File: src/rtl/da_fir_pkg.sv
// -----------------------------------------------------------------------------
// da_fir_pkg
//   Definitions shared across the distributed-arithmetic FIR datapath:
//   - DEF_IN_W / DEF_NBITS : default carry-save slice width and bit-slices
//                            per output sample
//   - da_state_t           : state encoding of the shift-accumulate FSM
//   - calc_out_w()         : result width derivation (IN_W + NBITS + 2)
// -----------------------------------------------------------------------------
package da_fir_pkg;

  localparam int DEF_IN_W  = 16;
  localparam int DEF_NBITS = 16;

  typedef enum logic {
    ST_IDLE = 1'b0,
    ST_ACC  = 1'b1
  } da_state_t;

  // Two guard bits cover the 3*2^IN_W slice range plus the sign of the
  // MSB-weighted slice after NBITS-1 doublings.
  function automatic int calc_out_w(input int in_w, input int nbits);
    return in_w + nbits + 2;
  endfunction

endpackage

File: src/rtl/da_cs_resolve.sv
// -----------------------------------------------------------------------------
// da_cs_resolve
//   Collapses one carry-save slice from the 4:2 compressor into a single
//   unsigned value: v = s_in + 2*c_in + cout_in*2^IN_W, zero-extended.
//
//   Ports
//     s_in    in  IN_W   sum word
//     c_in    in  IN_W   carry word (weight 2)
//     cout_in in  1      top carry-out (weight 2^IN_W)
//     v       out OUT_W  resolved slice value
// -----------------------------------------------------------------------------
module da_cs_resolve
  import da_fir_pkg::*;
#(
  parameter int IN_W  = DEF_IN_W,
  parameter int OUT_W = calc_out_w(DEF_IN_W, DEF_NBITS)
) (
  input  logic [IN_W-1:0]  s_in,
  input  logic [IN_W-1:0]  c_in,
  input  logic             cout_in,
  output logic [OUT_W-1:0] v
);

  always_comb begin
    v = OUT_W'(s_in) + (OUT_W'(c_in) << 1) + (OUT_W'(cout_in) << IN_W);
  end

endmodule

File: src/rtl/da_shift_acc.sv
// -----------------------------------------------------------------------------
// da_shift_acc
//   Shift-accumulate stage of a bit-serial distributed-arithmetic FIR.
//   Receives NBITS carry-save slices per output sample, MSB (sign) slice
//   first, and builds the signed result
//     y = -V[NBITS-1]*2^(NBITS-1) + sum_{b<NBITS-1} V[b]*2^b
//   by seeding the accumulator with -V and then doubling-and-adding.
//   The finished result sits in a one-deep output register with a
//   valid/ready handshake; an unaccepted result that gets replaced raises
//   the sticky ovr flag.
//
//   Ports
//     clk        in   1      clock, rising edge
//     rst_n      in   1      asynchronous active-low reset
//     s_in       in   IN_W   compressor sum word
//     c_in       in   IN_W   compressor carry word
//     cout_in    in   1      compressor top carry-out
//     in_valid   in   1      slice qualifier (no backpressure)
//     in_first   in   1      first (MSB/sign) slice of a sample
//     out_data   out  OUT_W  signed result
//     out_valid  out  1      result available
//     out_ready  in   1      consumer accepts out_data
//     ovr        out  1      sticky: result overwritten before acceptance
//     frame_err  out  1      sticky: framing violation seen
//     err_clr    in   1      synchronous clear of ovr/frame_err (wins over set)
// -----------------------------------------------------------------------------
module da_shift_acc
  import da_fir_pkg::*;
#(
  parameter  int IN_W  = DEF_IN_W,
  parameter  int NBITS = DEF_NBITS,
  localparam int OUT_W = calc_out_w(IN_W, NBITS)
) (
  input  logic                    clk,
  input  logic                    rst_n,
  input  logic [IN_W-1:0]         s_in,
  input  logic [IN_W-1:0]         c_in,
  input  logic                    cout_in,
  input  logic                    in_valid,
  input  logic                    in_first,
  output logic signed [OUT_W-1:0] out_data,
  output logic                    out_valid,
  input  logic                    out_ready,
  output logic                    ovr,
  output logic                    frame_err,
  input  logic                    err_clr
);

  localparam int              CNT_W    = $clog2(NBITS);
  localparam logic [CNT_W-1:0] LAST_CNT = CNT_W'(NBITS - 1);

  // ---------------------------------------------------------------------------
  // Slice resolution
  // ---------------------------------------------------------------------------
  logic [OUT_W-1:0] slice_v;

  da_cs_resolve #(
    .IN_W  (IN_W),
    .OUT_W (OUT_W)
  ) u_cs_resolve (
    .s_in    (s_in),
    .c_in    (c_in),
    .cout_in (cout_in),
    .v       (slice_v)
  );

  // ---------------------------------------------------------------------------
  // State
  // ---------------------------------------------------------------------------
  da_state_t        state, state_nxt;
  logic [CNT_W-1:0] cnt, cnt_nxt;
  logic [OUT_W-1:0] acc, acc_nxt;
  logic [OUT_W-1:0] acc_step;
  logic             load_res;
  logic             frame_set;

  // Modular OUT_W arithmetic is exact here: the true result always fits.
  assign acc_step = (acc << 1) + slice_v;

  // NOTE: every signal assigned in always_comb gets a default first, so no
  // path through the case/if tree leaves it unassigned and infers a latch.
  always_comb begin
    state_nxt = state;
    cnt_nxt   = cnt;
    acc_nxt   = acc;
    load_res  = 1'b0;
    frame_set = 1'b0;

    if (in_valid) begin
      unique case (state)
        ST_IDLE: begin
          if (in_first) begin
            acc_nxt   = OUT_W'(0) - slice_v;
            cnt_nxt   = CNT_W'(1);
            state_nxt = ST_ACC;
          end else begin
            // Stray slice with no sample open: drop it.
            frame_set = 1'b1;
          end
        end

        ST_ACC: begin
          if (in_first) begin
            // A new sign slice mid-sample abandons the partial sample.
            frame_set = 1'b1;
            acc_nxt   = OUT_W'(0) - slice_v;
            cnt_nxt   = CNT_W'(1);
          end else begin
            acc_nxt = acc_step;
            if (cnt == LAST_CNT) begin
              load_res  = 1'b1;
              cnt_nxt   = '0;
              state_nxt = ST_IDLE;
            end else begin
              cnt_nxt = cnt + CNT_W'(1);
            end
          end
        end

        default: state_nxt = ST_IDLE;
      endcase
    end
  end

  // NOTE: sequential state uses non-blocking assignments so every register
  // samples pre-edge values, independent of statement order.
  always_ff @(posedge clk or negedge rst_n) begin
    if (!rst_n) begin
      state <= ST_IDLE;
    end else begin
      state <= state_nxt;
    end
  end

  always_ff @(posedge clk or negedge rst_n) begin
    if (!rst_n) begin
      cnt <= '0;
      acc <= '0;
    end else begin
      cnt <= cnt_nxt;
      acc <= acc_nxt;
    end
  end

  // ---------------------------------------------------------------------------
  // Output register, handshake and sticky flags
  // ---------------------------------------------------------------------------
  logic out_valid_nxt;
  logic ovr_nxt;
  logic frame_err_nxt;

  always_comb begin
    // A load keeps out_valid high even when the old result is taken on
    // the same edge; otherwise acceptance drops it.
    out_valid_nxt = load_res | (out_valid & ~out_ready);
    ovr_nxt       = err_clr ? 1'b0 : (ovr | (load_res & out_valid & ~out_ready));
    frame_err_nxt = err_clr ? 1'b0 : (frame_err | frame_set);
  end

  always_ff @(posedge clk or negedge rst_n) begin
    if (!rst_n) begin
      out_data  <= '0;
      out_valid <= 1'b0;
      ovr       <= 1'b0;
      frame_err <= 1'b0;
    end else begin
      if (load_res) begin
        out_data <= acc_step;
      end
      out_valid <= out_valid_nxt;
      ovr       <= ovr_nxt;
      frame_err <= frame_err_nxt;
    end
  end

endmodule

File: config.mk
export PLATFORM = sky130hd
export DESIGN_NAME = da_shift_acc
export DESIGN_NICKNAME = d
export VERILOG_FILES = /design/src/rtl/da_fir_pkg.sv /design/src/rtl/da_cs_resolve.sv /design/src/rtl/da_shift_acc.sv
export SDC_FILE = /design/constraint.sdc
export NUM_CORES = 1
export LEC_CHECK = 0
export ABC_CLOCK_PERIOD_IN_PS = 3100
export CORE_MARGIN = 1.5
export CORE_UTILIZATION = 32
export CTS_CLUSTER_SIZE = 28
export DETAILED_ROUTE_END_ITERATION = 10
export GPL_ROUTABILITY_DRIVEN = 0
export GPL_TIMING_DRIVEN = 0
export RECOVER_POWER = 50
export SLEW_MARGIN = 40
export SYNTH_ARGS = -nofsm -noshare
export SYNTH_HDL_FRONTEND = slang
export SYNTH_HIERARCHICAL = 1
export SYNTH_SLANG_ARGS = --single-unit
File: constraint.sdc
create_clock -name clk -period 3.1 [get_ports clk]
set_clock_uncertainty 0.1 [all_clocks]
set_input_delay 0.465 -clock clk [delete_from_list [all_inputs] [get_ports clk]]
set_output_delay 0.465 -clock clk [all_outputs]
set_load 0.01 [all_outputs]
Fig. 1: signal wires on met2
Scale bar: 50 um.
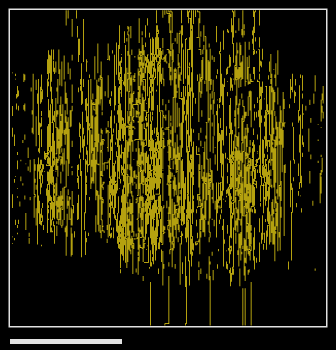
nets with wire on the layer: 880
share of all routed wire: 48%
vias after detailed routing: 6516
grt met2 use: 35.55%
Post-Route WL: 21.95 mm

Fig. 2: routing congestion
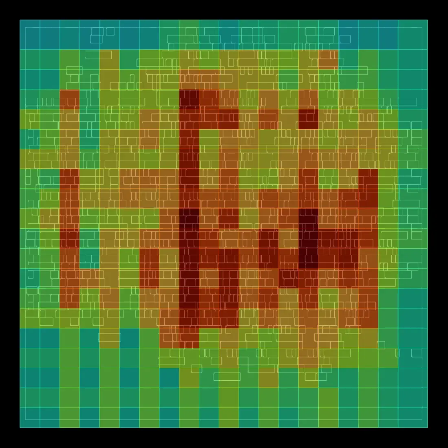
post-route core utilization: 52.21%
met3 Usage GRT: 2.902%
WL/cell: 18.31 um
met1 GRT Util: 26.31%

==> results.py <==
# Physical implementation metrics
metrics = {
    "power_and_ir_drop": {
        "swShare_pct": 43.79,
        "power_w": 0.007407,
        "powerClk_w": 0.00111,
        "leakagePower_nw": 4.225,
        "share_comb_of_total_power_pct": 67.7,
        "vdd_ir_drop_max_mv": 0.3293,
    },
    "final_layout": {
        "buffers": 227,
        "nonClkBufAreaFrac_pct": 18.78,
        "stdcell_area_um2": 9767,
        "drive_gt1_share_pct": 34.51,
        "nClkBuffers": 11,
        "top_register": "out_data",
        "biggestRegsByFlops": "out_data (34), acc (33), cnt (4)",
        "ff_count": 75,
        "nets": 1053,
    },
    "synthesis": {
        "netlist.area_leader.share_pct": 30.66,
        "yosys_warnings": 6,
        "synth.most_common_cell": "nand2_1",
        "synthCells": 757,
        "yosys_area_um2": 6121,
        "area_leaders": "dfrtp_1 31%, ha_1 11%, nand2_1 7.7%",
        "avgSynthCellArea_um2": 8.086,
        "xor_share_pct": 10.45,
        "common_cells": "125 x nand2_1, 75 x dfrtp_1, 69 x o21ai_0, 64 x a21oi_1, 55 x nor2_1",
        "synth-edff-count": 0,
        "mux_area_share_pct": 0.5110,
        "synth-main-ff-cell": "dfrtp_1",
        "ys_async_sr_fraction_pct": 100.0,
        "logic_family": "AND-OR/OR-AND gates",
    },
    "drt": {
        "drc": 0,
        "top_layer_used": "met4",
        "drt_pre_antenna_iters": 5,
        "drtAntennaViolNets": 0,
        "drt-initial-drc-count": 386,
        "drt-met1-wl_mm": 9.382,
        "viasPerCell": 5.435,
    },
    "timing": {
        "fin_crit_sh_pct": 141.4,
        "rsz0062_at_grt": "true",
        "layout_setup_ws_ps": -1283,
        "setup_tns_ps": -36000,
        "drv_slew": 32,
        "fin_crit_ps": 4383,
        "setup_violations": 50,
        "max_slew_margin_pct": -20.61,
    },
    "critical_path": {
        "endpoint_kind": "flop",
        "cpLargestDelayFamily": "simple AND/OR/NAND/NOR gates",
        "cp_common_cell": "buf_6",
        "cp.arrival_ps": 4520,
        "r2r_end": "acc[27]",
        "critPathMaxFanout": 4,
        "required_ps": 3240,
        "r2r_slack_ps": 40,
        "crit_end": "acc[28]",
        "rr_startpoint": "acc[0]",
        "cp_slowest_cell": "or4_4",
        "critPathLaunchType": "input port",
    },
    "job": {
        "drv_cap": 1,
    },
    "status": {
        "status": "complete, but fails checks",
        "failed_checks": "max-capacitance violations, max-slew violations, negative setup slack",
    },
    "global_route": {
        "grt_pass1_wl_mm": 32.51,
        "gr-usage-all-layers_pct": 20.79,
        "grt.overflow.total": 0,
        "top_usage_layer": "met2",
    },
    "place": {
        "dp_slack_ps": -2171,
        "hpwl_mm": 14.29,
    },
    "min_path": {
        "worstHoldPathCells": 3,
    },
    "clocking": {
        "cts_tree": "built",
        "cts-root-buf": "clkbuf_16",
        "path_clk_slew_ps": 70,
    },
    "floorplan": {
        "ioPinCount": 76,
    },
}
